Design irq_pend_arbiter_flat, sky130hd; sources not shown.
Fig. 1: routing congestion
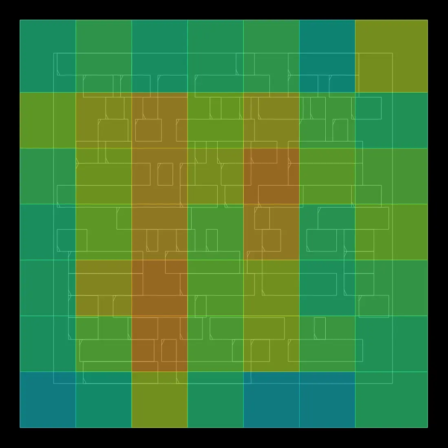
grt met3 use: 0.0267
GR peak layer: met2

Fig. 2: M3 wires
Scale: 10 px per µm.
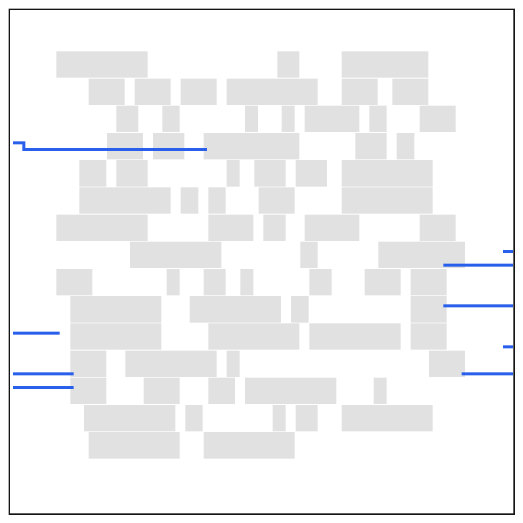
The layer carries 55.2 µm of wire. The wires run mostly horizontal.
routed wire length: 1280 µm
routed via count: 456

Fig. 3: routed clock nets over the placement
Scale: 8 px per µm.
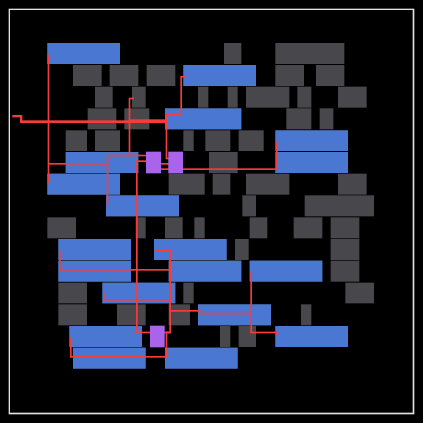
Key: blue = flip-flops [count 19]; purple = clock-net drivers [count 3]; red = clock wires [length 207 µm]
There are 4 routed clock nets.
Latency at later pin: 0.29 ns
Max Clock Skew: 0.00413 ns

==> design notes <==
The run finished with clean final reports. The first-pass detailed-route iteration total is 3. The main area contributors are sky130_fd_sc_hd__dfrtp_1 66%, sky130_fd_sc_hd__mux2_4 4.2%, sky130_fd_sc_hd__nand4b_4 3.3%, sky130_fd_sc_hd__nor4b_4 3.3%, sky130_fd_sc_hd__nor3_2 2.8%. The finished cells cover 945 µm². The power report puts the net switching power at 394 µW.

Summed over all cells, the static leakage comes to 0.420 nW. In the detailed route, the total length drawn on met2 is 654 µm. The layout overhead on the synthesized area is 31.8%. The most common library cell in the layout ignoring fill and taps was sky130_fd_sc_hd__dfrtp_1. Looking at the gate-level netlist, the highest instance count belongs to sky130_fd_sc_hd__dfrtp_1. The run gives 2 as the buffer depth of the longest clock path.

The average detailed-routed wire length per instance was 13.3 µm; the met1 usage in global routing was 0.154. At the placement stage, the worst setup path has a slack of 0.173 ns. The number of cells on the worst reg-to-reg path is 2. The largest non-sequential cell family by area is simple AND/OR/NAND/NOR gates. The logs give 18 for the top-level I/O count and 0.513 GHz for the maximum clock frequency.

Summed over all sequential cells, the power is 551 µW. Internal power comes to 713 µW. The run gives 0.197 for the ratio of cells with drive above 1 in the final layout.

With the worst hold slack at 0.373 ns, the area taken by multi-input logic gates is 223 µm². TritonCTS built the clock tree. The maximum cell stage delay along the critical path is 0.44 ns. Worst-path cell with the longest stage delay: sky130_fd_sc_hd__dfrtp_1.

The clock buffer and inverter area fraction after layout is 0.0212. Setup repair after global routing left no endpoint under its margin. Setup violations remaining at the end of the flow were counted as 0. The repair_antennas step left the layout with diodes totalling 0.

The share of synthesized registers carrying an async set or reset was 1.00. For reference, the final report shows the max-slew violation count at 0. The worst path needs 1.95 ns of the cycle, external delays included.

After floorplanning, the core was divided into 15 placement rows. The final cycle utilization of the critical path came out at 0.929. In this run the cell area measured after placement is 926 µm². For the combinational gate power, the log shows 406 µW.

The critical path maximum fanout is 4. The cell depth of the worst setup path was 2; the maximum level of the CTS H-tree was 1. The largest part of the power goes to registers. In the layout the tool counted multi-input logic cells amounting to 25. The count of port buffers added during placement is 17.

The area share of and-or/or-and cells after synthesis is 0.0942. After detailed routing, the wire length on met1 is 570 µm. The run gives 0.367 as the combinational fraction of design power.
Power and IR drop assume default switching activity.
